### src/rtl/nd_1ton_rt.sv
// One-input, N-output routing node: classifies each incoming word against ascending
// bounds, queues it in a per-channel FIFO and forwards it over a 4-phase handshake.
`ifndef NS_DATA_SIZE
`define NS_DATA_SIZE 8
`endif

module nd_1ton_rt #(
    parameter int NUM_OUT    = 2,
    parameter int DSZ        = `NS_DATA_SIZE,
    parameter logic [(NUM_OUT-1)*DSZ-1:0] BOUNDS = ((NUM_OUT-1)*DSZ)'(23),
    parameter int FIFO_DEPTH = 4,
    parameter int SYNC_IN    = 1,
    parameter int CSZ        = 8
) (
    input  logic                   i_clk,
    input  logic                   reset,
    output logic                   ready,
    input  logic                   rcv0_req,
    input  logic [DSZ-1:0]         rcv0_dat,
    output logic                   rcv0_ack,
    output logic [NUM_OUT-1:0]     snd_req,
    output logic [NUM_OUT*DSZ-1:0] snd_dat,
    input  logic [NUM_OUT-1:0]     snd_ack,
    output logic [NUM_OUT*CSZ-1:0] o_cnt,
    output logic                   o_busy
);

    localparam int AW = $clog2(FIFO_DEPTH);
    localparam int TW = (NUM_OUT > 1) ? $clog2(NUM_OUT) : 1;

    typedef enum logic {RX_IDLE = 1'b0, RX_ACK = 1'b1} rx_state_t;
    // TX_REQ is the only state with bit 0 set, so snd_req is a bare flop output.
    typedef enum logic [1:0] {TX_IDLE = 2'b00, TX_REQ = 2'b01, TX_REL = 2'b10} tx_state_t;

    logic               req_s;
    logic [NUM_OUT-1:0] ack_s;

    generate
        if (SYNC_IN != 0) begin : g_sync
            logic               req_meta, req_sync;
            logic [NUM_OUT-1:0] ack_meta, ack_sync;
            always_ff @(posedge i_clk or posedge reset) begin
                if (reset) begin
                    req_meta <= 1'b0;
                    req_sync <= 1'b0;
                    ack_meta <= '0;
                    ack_sync <= '0;
                end else begin
                    req_meta <= rcv0_req;
                    req_sync <= req_meta;
                    ack_meta <= snd_ack;
                    ack_sync <= ack_meta;
                end
            end
            assign req_s = req_sync;
            assign ack_s = ack_sync;
        end else begin : g_nosync
            assign req_s = rcv0_req;
            assign ack_s = snd_ack;
        end
    endgenerate

    rx_state_t          rx_state, rx_next;
    tx_state_t          tx_state [NUM_OUT];
    tx_state_t          tx_next  [NUM_OUT];
    logic [AW:0]        wr_ptr   [NUM_OUT];
    logic [AW:0]        rd_ptr   [NUM_OUT];
    logic [DSZ-1:0]     mem      [NUM_OUT][FIFO_DEPTH];
    logic [DSZ-1:0]     head     [NUM_OUT];
    logic [NUM_OUT-1:0] full, empty, pop, load, push_vec;
    logic [TW-1:0]      target;
    logic               push, can_push;

    // Target channel = number of bounds the word reaches or exceeds.
    always_comb begin
        target = '0;
        for (int b = 0; b < NUM_OUT - 1; b++) begin
            if (rcv0_dat >= BOUNDS[b*DSZ +: DSZ])
                target = target + TW'(1);
        end
    end

    always_comb begin
        for (int k = 0; k < NUM_OUT; k++) begin
            empty[k] = (wr_ptr[k] == rd_ptr[k]);
            full[k]  = (wr_ptr[k][AW] != rd_ptr[k][AW]) &&
                       (wr_ptr[k][AW-1:0] == rd_ptr[k][AW-1:0]);
            head[k]  = mem[k][rd_ptr[k][AW-1:0]];
        end
    end

    // A pop in the same cycle frees the slot, so a full FIFO may still accept.
    assign can_push = !full[target] || pop[target];

    always_comb begin
        rx_next = rx_state;
        push    = 1'b0;
        case (rx_state)
            RX_IDLE: if (req_s && can_push) begin
                push    = 1'b1;
                rx_next = RX_ACK;
            end
            RX_ACK:  if (!req_s) rx_next = RX_IDLE;
            default: rx_next = RX_IDLE;
        endcase
    end

    always_comb begin
        push_vec = '0;
        for (int k = 0; k < NUM_OUT; k++)
            push_vec[k] = push && (target == TW'(k));
    end

    always_comb begin
        pop  = '0;
        load = '0;
        for (int k = 0; k < NUM_OUT; k++) begin
            tx_next[k] = tx_state[k];
            case (tx_state[k])
                TX_IDLE: if (!empty[k] && !ack_s[k]) begin
                    load[k]    = 1'b1;
                    tx_next[k] = TX_REQ;
                end
                TX_REQ: if (ack_s[k]) begin
                    pop[k]     = 1'b1;
                    tx_next[k] = TX_REL;
                end
                TX_REL:  if (!ack_s[k]) tx_next[k] = TX_IDLE;
                default: tx_next[k] = TX_IDLE;
            endcase
        end
    end

    // NOTE: the storage array is not reset; the pointers alone decide which entries are valid.
    always_ff @(posedge i_clk) begin
        for (int k = 0; k < NUM_OUT; k++) begin
            if (push_vec[k]) mem[k][wr_ptr[k][AW-1:0]] <= rcv0_dat;
        end
    end

    always_ff @(posedge i_clk or posedge reset) begin
        if (reset) begin
            ready    <= 1'b0;
            rx_state <= RX_IDLE;
            snd_dat  <= '0;
            o_cnt    <= '0;
            for (int k = 0; k < NUM_OUT; k++) begin
                tx_state[k] <= TX_IDLE;
                wr_ptr[k]   <= '0;
                rd_ptr[k]   <= '0;
            end
        end else begin
            ready    <= 1'b1;
            rx_state <= rx_next;
            for (int k = 0; k < NUM_OUT; k++) begin
                tx_state[k] <= tx_next[k];
                if (push_vec[k]) wr_ptr[k] <= wr_ptr[k] + (AW+1)'(1);
                if (pop[k]) begin
                    rd_ptr[k]             <= rd_ptr[k] + (AW+1)'(1);
                    o_cnt[k*CSZ +: CSZ]   <= o_cnt[k*CSZ +: CSZ] + CSZ'(1);
                end
                if (load[k]) snd_dat[k*DSZ +: DSZ] <= head[k];
            end
        end
    end

    always_comb begin
        snd_req = '0;
        for (int k = 0; k < NUM_OUT; k++)
            snd_req[k] = tx_state[k][0];
    end

    assign rcv0_ack = (rx_state == RX_ACK);
    assign o_busy   = (~empty != '0) || (rx_state != RX_IDLE);

endmodule

### config.mk
export PLATFORM = sky130hd
export DESIGN_NAME = nd_1ton_rt
export DESIGN_NICKNAME = d
export VERILOG_FILES = /design/src/rtl/nd_1ton_rt.sv
export SDC_FILE = /design/constraint.sdc
export NUM_CORES = 1
export LEC_CHECK = 0
export CORE_MARGIN = 2
export CORE_UTILIZATION = 41
export CTS_BUF_LIST = sky130_fd_sc_hd__clkbuf_4 sky130_fd_sc_hd__clkbuf_8 sky130_fd_sc_hd__clkbuf_16
export CTS_CLUSTER_SIZE = 8
export DETAILED_ROUTE_END_ITERATION = 10
export DONT_BUFFER_PORTS = 1
export MAX_ROUTING_LAYER = met4
export PLACE_DENSITY = 0.66
export REMOVE_ABC_BUFFERS = 1
export SLEW_MARGIN = 5
export SYNTH_ARGS = -nofsm -noshare
export SYNTH_HDL_FRONTEND = slang
export SYNTH_SLANG_ARGS = --single-unit
### constraint.sdc
create_clock -name i_clk -period 2.75 [get_ports i_clk]
set_input_delay 0.4125 -clock i_clk [delete_from_list [all_inputs] [get_ports i_clk]]
set_output_delay 0.4125 -clock i_clk [all_outputs]
set_load 0.005 [all_outputs]
**Register map, names as in the netlist**

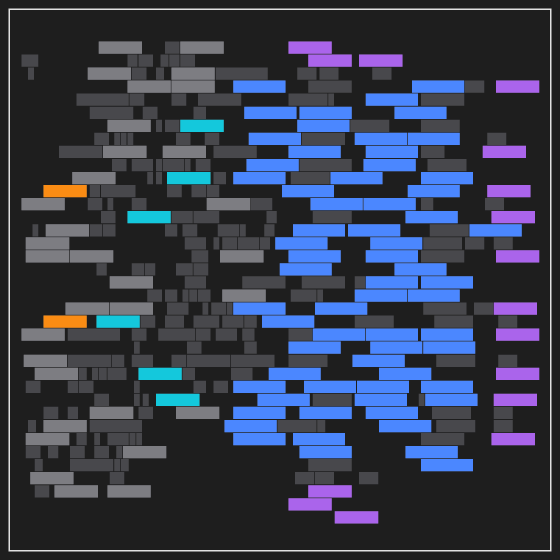
blue -> mem  # flops 64
purple -> snd_dat  # flops 16
orange -> ack_s  # flops 2
cyan -> rd_ptr  # flops 6
final core occ: 49.3%
flop share of the area: 58.7%
seq pwr: 2.63 mW

**Clock wires, drivers and flops**

The bar under the picture is 20 um long.
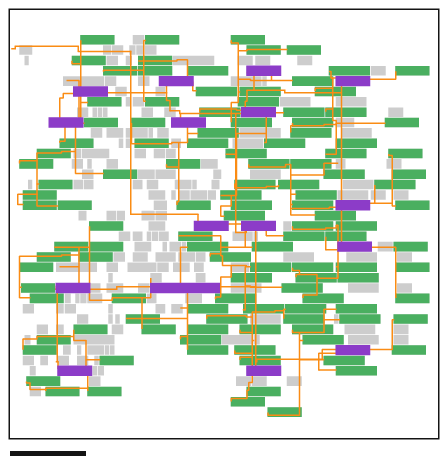
purple -> cells driving clock nets  # count 17
orange -> clock wires  # length 1540 um
green -> flip-flops  # count 120
routed clock nets = 18
clk latency late pin: 0.41 ns
Final Skew: 0.00827 ns

==> impl_metrics.tcl <==
# metrics dict for downstream scripts
set metrics [dict create \
    dp_hpwl_um 5220 \
    adder_share_pct 3.11 \
    nets 318 \
    ys_warn_count 0 \
    cts_post_setup_buffers_inserted 0 \
    cts.sinks 120 \
    worst_slack_ns 0.397 \
    dp.cells 416 \
    postSynthAreaPerCell_um2 17.6 \
    critPathSlowestCell "or3b_1" \
    ios 50 \
    gp_congestion 0.731 \
    netlist.top_cell.by_area "edfxtp_1" \
    synthSimpleGateAreaFrac_pct 8.05 \
    path_cells "xnor2_1 > or3b_1 > or3_1" \
    totalWireLength_um 7920 \
    ys_sh_aoi_pct 0.622 \
    ys.flop_type "edfxtp_1" \
    status "finished clean" \
    num_vias 2256 \
    ys_cells 274 \
    ys.flops 120 \
    crit_buf_inv 0 \
    ys_sh_xor_pct 5.44 \
    drive_above_1_share_pct 26.8 \
    warnings 31 \
    maxCapViolCount 0 \
    fin_cells 449 \
    std_cell_rows 39 \
    portBuffers 0 \
    drt_iter0_markers 109 \
    wl_per_cell_um 17.6 \
    critPathMaxStageDelay_ns 0.46 \
    grt_first_pass_wirelength_um 13000 \
    synthTopLogicFamily "multiplexers" \
    power.density_mw_per_mm2 1140 \
    final.fill_count 932 \
    hold_viol_final 0 \
    topCellsByArea "edfxtp_1, dfrtp_1, mux4_2" \
    final_max_slew_viol_count 0 \
    drc_errors 0 \
    fin_area_mm2 0.00566 \
    top_area_share_pct 39.8 \
    grt_overflow 0 \
    endpoint_kind "output pin" \
    worst_pin_slew_ns 0.503 \
    fp.dieW_um 113 \
    vias_per_cell 5.02 \
]
## metrics by stage
step	utilization (%)	hold WS, ns	total power [mW]
floorplan	-	0.331	3.72
global placement	43.5	0.303	4.05
detailed placement	43.5	0.308	4.09
CTS	49.3	0.00651	6.56
global route	49.3	0.000881	6.83
finish	49.3	0.0289	6.47
## synth_stat cells, types with 4 or more instances
master    number
mux2_2        16
ha_1          12
nand3_1        5
dfrtp_1       56
nand4_1        4
mux4_2        16
edfxtp_1      64
inv_1          5
buf_6          4
xnor2_1       19
and2_1         6
xor2_1        11
nand2_1       18
## metal layers
metal / up-vias / share of wire (%) / GRT usage (%)
met3: 6 / 4.9 / 6.70
met1: 1148 / 46 / 18.0
met2: 55 / 48 / 20.4
met5: - / 0 / -
li1: 1047 / - / -
met4: 0 / 1.2 / 5.37
## power breakdown
| group | internal [mW] | leakage, nW | total, mW | switching, mW |
|---|---|---|---|---|
| Combinational | 0.750 | 0.614 | 1.40 | 0.651 |
| Clock | 1.66 | 0.319 | 2.44 | 0.775 |
| Sequential | 2.29 | 1.26 | 2.63 | 0.333 |
## cells by family after synthesis
| family | count (synthesis) |
|---|---|
| compound gates | 3 |
| xor+xnor | 30 |
| fa+ha+maj | 12 |
| buf+inv | 13 |
| flops | 120 |
| mux | 35 |
| other cells | 1 |
| simple gates | 60 |
## timing repair
action,CTS,global route
hold buffers,1,0
setup endpoints to repair,0,0
hold endpoints to repair,16,0
## sequential cells by signal, indices dropped and copies added, names as in the netlist
| signal | cells |
|---|---|
| g_sync.ack_meta | 2 |
| snd_dat | 16 |
| rd_ptr | 6 |
| wr_ptr | 6 |
| tx_state | 2 |
| g_sync.req_meta | 1 |
| mem | 64 |
| rcv0_ack | 1 |
| ack_s | 2 |
| snd_req | 2 |
| g_sync.req_sync | 1 |
| o_cnt | 16 |
| ready | 1 |
## worst register-to-register path: stages (launching register included)
cell	delay, ns
dfrtp_1	0.45
and3b_1	0.35
nor4_2	0.08
and3b_1	0.33
and2_1	0.42
## area by class of cell
class,instances,area (um2),area share (%)
inverter,5,18.8,0.332
tap,143,179,3.16
clock buffer,20,460,8.14
sequential,120,3320,58.7
timing repair buffer,8,62.6,1.11
multi-input combinational,141,1420,25.0
clock inverter,12,196,3.47
## path summary, 6_finish.rpt
kind / start / end / slack, ns / cells after the start
max reg2reg: snd_req[1] / mem[0][55] / 0.78 / 4
max in group asynchronous: reset / rd_ptr[3] / 1.64 / 3
min reg2reg: g_sync.req_meta / g_sync.req_sync / 0.35 / 0
min: rcv0_req / g_sync.req_meta / 0.03 / 0
min in group asynchronous: reset / snd_req[1] / 0.45 / 2
max: rd_ptr[2] / o_busy / 0.40 / 3
Power is estimated from default activity; no workload was simulated.
